==> config.mk <==
export PLATFORM = sky130hd
export DESIGN_NAME = kpd_decoder
export DESIGN_NICKNAME = d
export VERILOG_FILES = /design/src/rtl/kpd_decoder.sv
export SDC_FILE = /design/constraint.sdc
export NUM_CORES = 1
export LEC_CHECK = 0
export CAP_MARGIN = 25
export CORE_MARGIN = 3
export CORE_UTILIZATION = 63
export DETAILED_ROUTE_END_ITERATION = 8
export PLACE_DENSITY = 0.84
export REMOVE_ABC_BUFFERS = 1
export SLEW_MARGIN = 20
export SYNTH_ARGS = -nofsm -noshare
export SYNTH_HDL_FRONTEND = slang
export SYNTH_SLANG_ARGS = --single-unit
==> constraint.sdc <==
create_clock -name clk -period 5.5 [get_ports clk]
set_input_delay 1.1 -clock clk [delete_from_list [all_inputs] [get_ports clk]]
set_output_delay 1.1 -clock clk [all_outputs]
set_load 0.02 [all_outputs]
==> src/rtl/kpd_decoder.sv <==
// Keypad decode/debounce: synchronizes rows and column drive, decodes one key, debounces press and release.
// Optional auto-repeat while a key stays held is enabled by defining KPD_REPEAT_EN.
module kpd_decoder #(
    parameter logic [15:0] DEBOUNCE_CYCLES = 16'd50000,
    parameter logic [31:0] REPEAT_CYCLES   = 32'd25000000
) (
    input  logic       clk,
    input  logic       reset_n,
    input  logic [3:0] kpc,
    input  logic [3:0] kpr,
    output logic [3:0] key_code,
    output logic       key_valid,
    output logic       key_held
);

    localparam int unsigned CNT_W = $clog2(int'(DEBOUNCE_CYCLES) + 1);
    localparam logic [CNT_W-1:0] CNT_MAX = CNT_W'(DEBOUNCE_CYCLES);
    localparam logic [CNT_W-1:0] CNT_ONE = CNT_W'(1);

    typedef enum logic [1:0] {
        IDLE       = 2'd0,
        PRESS_DB   = 2'd1,
        PRESSED    = 2'd2,
        RELEASE_DB = 2'd3
    } state_t;

    logic [3:0] kpr_s1, kpr_s2;
    logic [3:0] kpc_s1, kpc_s2;

    logic [1:0] row_idx, col_idx;
    logic       row_ok, col_ok;
    logic       dec_valid;
    logic [3:0] dec_key;

    state_t           state, state_nxt;
    logic [CNT_W-1:0] cnt, cnt_nxt, cnt_inc;
    logic [3:0]       cand, cand_nxt;
    logic [3:0]       code_nxt;
    logic             valid_nxt, held_nxt;

`ifdef KPD_REPEAT_EN
    localparam int unsigned RPT_W = $clog2(64'(REPEAT_CYCLES) + 64'd1);
    localparam logic [RPT_W-1:0] RPT_LAST = RPT_W'(REPEAT_CYCLES - 32'd1);
    logic [RPT_W-1:0] rpt, rpt_nxt;
`else
    logic unused_repeat;
    assign unused_repeat = ^REPEAT_CYCLES;
`endif

    // kpc is delayed alongside kpr so row and column samples refer to the same scan slot
    always_ff @(posedge clk) begin
        if (!reset_n) begin
            kpr_s1 <= 4'hF;
            kpr_s2 <= 4'hF;
            kpc_s1 <= 4'hF;
            kpc_s2 <= 4'hF;
        end else begin
            kpr_s1 <= kpr;
            kpr_s2 <= kpr_s1;
            kpc_s1 <= kpc;
            kpc_s2 <= kpc_s1;
        end
    end

    function automatic logic [3:0] key_lut(input logic [1:0] row, input logic [1:0] col);
        logic [3:0] k;
        k = 4'h0;
        case ({row, col})
            4'h0: k = 4'h1;
            4'h1: k = 4'h2;
            4'h2: k = 4'h3;
            4'h3: k = 4'hA;
            4'h4: k = 4'h4;
            4'h5: k = 4'h5;
            4'h6: k = 4'h6;
            4'h7: k = 4'hB;
            4'h8: k = 4'h7;
            4'h9: k = 4'h8;
            4'hA: k = 4'h9;
            4'hB: k = 4'hC;
            4'hC: k = 4'hE;
            4'hD: k = 4'h0;
            4'hE: k = 4'hF;
            default: k = 4'hD;
        endcase
        return k;
    endfunction

    // Exactly one low row and exactly one low column decode to a key
    always_comb begin
        row_idx = 2'd0;
        row_ok  = 1'b1;
        case (kpr_s2)
            4'b0111: row_idx = 2'd0;
            4'b1011: row_idx = 2'd1;
            4'b1101: row_idx = 2'd2;
            4'b1110: row_idx = 2'd3;
            default: row_ok  = 1'b0;
        endcase
        col_idx = 2'd0;
        col_ok  = 1'b1;
        case (kpc_s2)
            4'b0111: col_idx = 2'd0;
            4'b1011: col_idx = 2'd1;
            4'b1101: col_idx = 2'd2;
            4'b1110: col_idx = 2'd3;
            default: col_ok  = 1'b0;
        endcase
        dec_valid = row_ok & col_ok;
        dec_key   = key_lut(row_idx, col_idx);
    end

    assign cnt_inc = (cnt == CNT_MAX) ? cnt : cnt + CNT_ONE;

    always_ff @(posedge clk) begin
        if (!reset_n) begin
            state     <= IDLE;
            cnt       <= '0;
            cand      <= 4'h0;
            key_code  <= 4'h0;
            key_valid <= 1'b0;
            key_held  <= 1'b0;
`ifdef KPD_REPEAT_EN
            rpt       <= '0;
`endif
        end else begin
            state     <= state_nxt;
            cnt       <= cnt_nxt;
            cand      <= cand_nxt;
            key_code  <= code_nxt;
            key_valid <= valid_nxt;
            key_held  <= held_nxt;
`ifdef KPD_REPEAT_EN
            rpt       <= rpt_nxt;
`endif
        end
    end

    // A press is accepted only from IDLE, so a new key always needs a debounced release first
    always_comb begin
        state_nxt = state;
        cnt_nxt   = cnt;
        cand_nxt  = cand;
        code_nxt  = key_code;
        valid_nxt = 1'b0;
        held_nxt  = key_held;
`ifdef KPD_REPEAT_EN
        rpt_nxt   = '0;
`endif
        case (state)
            IDLE: begin
                if (dec_valid) begin
                    cand_nxt  = dec_key;
                    cnt_nxt   = CNT_ONE;
                    state_nxt = PRESS_DB;
                end
            end
            PRESS_DB: begin
                if (!dec_valid) begin
                    cnt_nxt   = '0;
                    state_nxt = IDLE;
                end else if (dec_key != cand) begin
                    cand_nxt = dec_key;
                    cnt_nxt  = CNT_ONE;
                end else if (cnt == CNT_MAX) begin
                    code_nxt  = cand;
                    valid_nxt = 1'b1;
                    held_nxt  = 1'b1;
                    cnt_nxt   = '0;
                    state_nxt = PRESSED;
                end else begin
                    cnt_nxt = cnt_inc;
                end
            end
            PRESSED: begin
                if (!dec_valid) begin
                    cnt_nxt   = CNT_ONE;
                    state_nxt = RELEASE_DB;
                end
`ifdef KPD_REPEAT_EN
                else if (dec_key == key_code) begin
                    if (rpt == RPT_LAST) begin
                        valid_nxt = 1'b1;
                    end else begin
                        rpt_nxt = rpt + RPT_W'(1);
                    end
                end
`endif
            end
            RELEASE_DB: begin
                if (dec_valid) begin
                    cnt_nxt   = '0;
                    state_nxt = PRESSED;
                end else if (cnt == CNT_MAX) begin
                    held_nxt  = 1'b0;
                    cnt_nxt   = '0;
                    state_nxt = IDLE;
                end else begin
                    cnt_nxt = cnt_inc;
                end
            end
            default: state_nxt = IDLE;
        endcase
    end

endmodule

### Gate-type map

Drawn at 4 px/um.
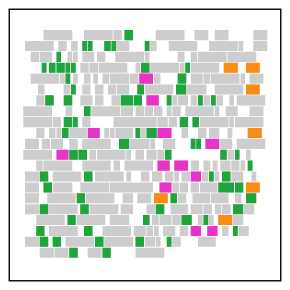
family	color	cells
mux cells	orange	7
nand cells	green	71
non-inverting ao/oa cells	magenta	12

### Signal wires on met3

Drawn at 8 px/um.
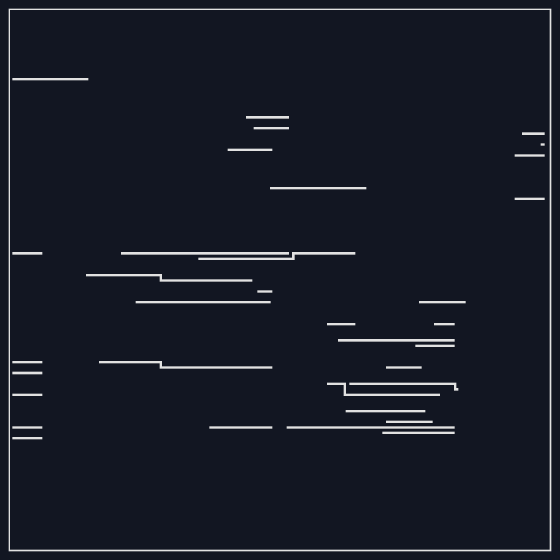
main direction	horizontal
nets with wire on the layer	28
longest straight run	20.7 um
drt total wl: 4710 um
via count: 2040
M3 GR Usage: 5.66%

### Wiring by layer

Drawn at 4 px/um.
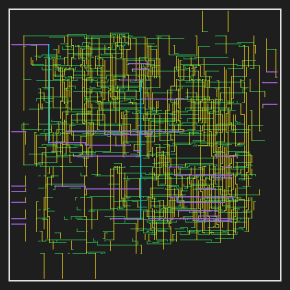
layer	color	wire length
M3	purple	283 um
M1	green	2130 um
M4	cyan	59.2 um
M2	yellow	2230 um

==> flow_summary.toml <==
# implementation run metrics
[floorplan]
fp_util_pct = 68.1

[pwr]
power_switching_share_pct = 22.6
pwr-share-comb_pct = 10.4
leakage_nw = 1.02
clock_power_share_pct = 40.7

[yosys]
ys_async_sr_fraction_pct = 0
yosysUniqueCellTypes = 52
top_area_share_pct = 37.0
synth_area_um2 = 2380
ff_type = "dfxtp_1"
ys.flops = 44
topCellsByArea = "dfxtp_1 37%, nand2b_1 5.5%, nand2_1 3.8%"

[sta]
rsz0062_at_grt = "false"
hold_slack_ns = 0.409
drv_slew = 0
worst_pin_slew_ns = 0.778

[global_route]
gr-usage-met1_pct = 30.0
grt_busiest_layer = "met2"
grt_pass1_wl_um = 7890

[clock_tree]
cts_resized = 0
clk_pin_slew_worst_paths_ns = 0.08
clock-sinks = 44

[layout]
layout.nets = 310
diodes = 0
inv_count = 15
clk_share_pct = 4.91
syn_to_final_growth_pct = 10.1
num-fill-cells = 273
largest_register = "cnt"
fin_cells = 339
num-clock-buffers = 5

[place]
placed_area_um2 = 2490
dp_hpwl_um = 3310
place.gp.congestion = 0.860
dp_slack_ns = 1.81

[worst_setup_path]
critPathSlowestCell = "a2bb2o_1"
critPathBufInv = 1
crit-reg2reg-launch = "kpc_s2[2]"
max_stage_delay_ns = 0.67
r2r-end = "cnt[13]"

[status]
status = "finished clean"
### Clock network drawn from the DEF

Drawn at 8 px/um.
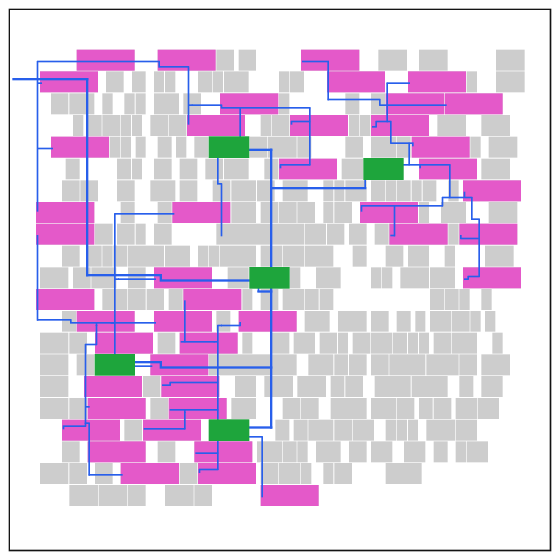
[flip-flops] magenta | count: 44
[clock wires] blue | length: 496 um
[clock-net drivers] green | count: 5
flops lie	widely spread
routed clock nets	6
Power Clock: 283 uW
clk latency late pin: 0.30 ns

### Clock routing

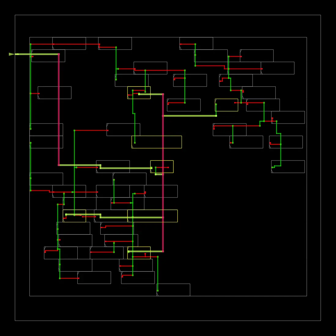
clk_skew: 0.00727 ns
FFs & Latches: 44

[power groups by stage]
stage | registers, mW | clock network [mW] | logic [mW]
after CTS | 0.340 | 0.285 | 0.0716
after detailed placement | 0.347 | 0 | 0.0709
after floorplan | 0.343 | 0 | 0.0520
final | 0.341 | 0.283 | 0.0722
after global routing | 0.342 | 0.300 | 0.0800
after global placement | 0.347 | 0 | 0.0692
[metal layers]
layer	vias to the layer above	wire (um)
li1	1038	-
met5	-	0
met1	938	2130
met2	57	2230
met3	7	283
met4	0	59
[cells by family (layout without fill, tap and decap cells)]
group           after synthesis  count (layout)  share of synthesized area (%)
simple gates                123             123                           28.3
mux                           7               7                           2.94
buf+inv                      31              37                           6.36
xor+xnor                      6               6                           2.21
compound gates               68              68                           19.1
flops                        44              44                           37.0
fa+ha+maj                     8               8                           4.10
Power figures rest on the tool's default switching activity, not on a simulated workload.
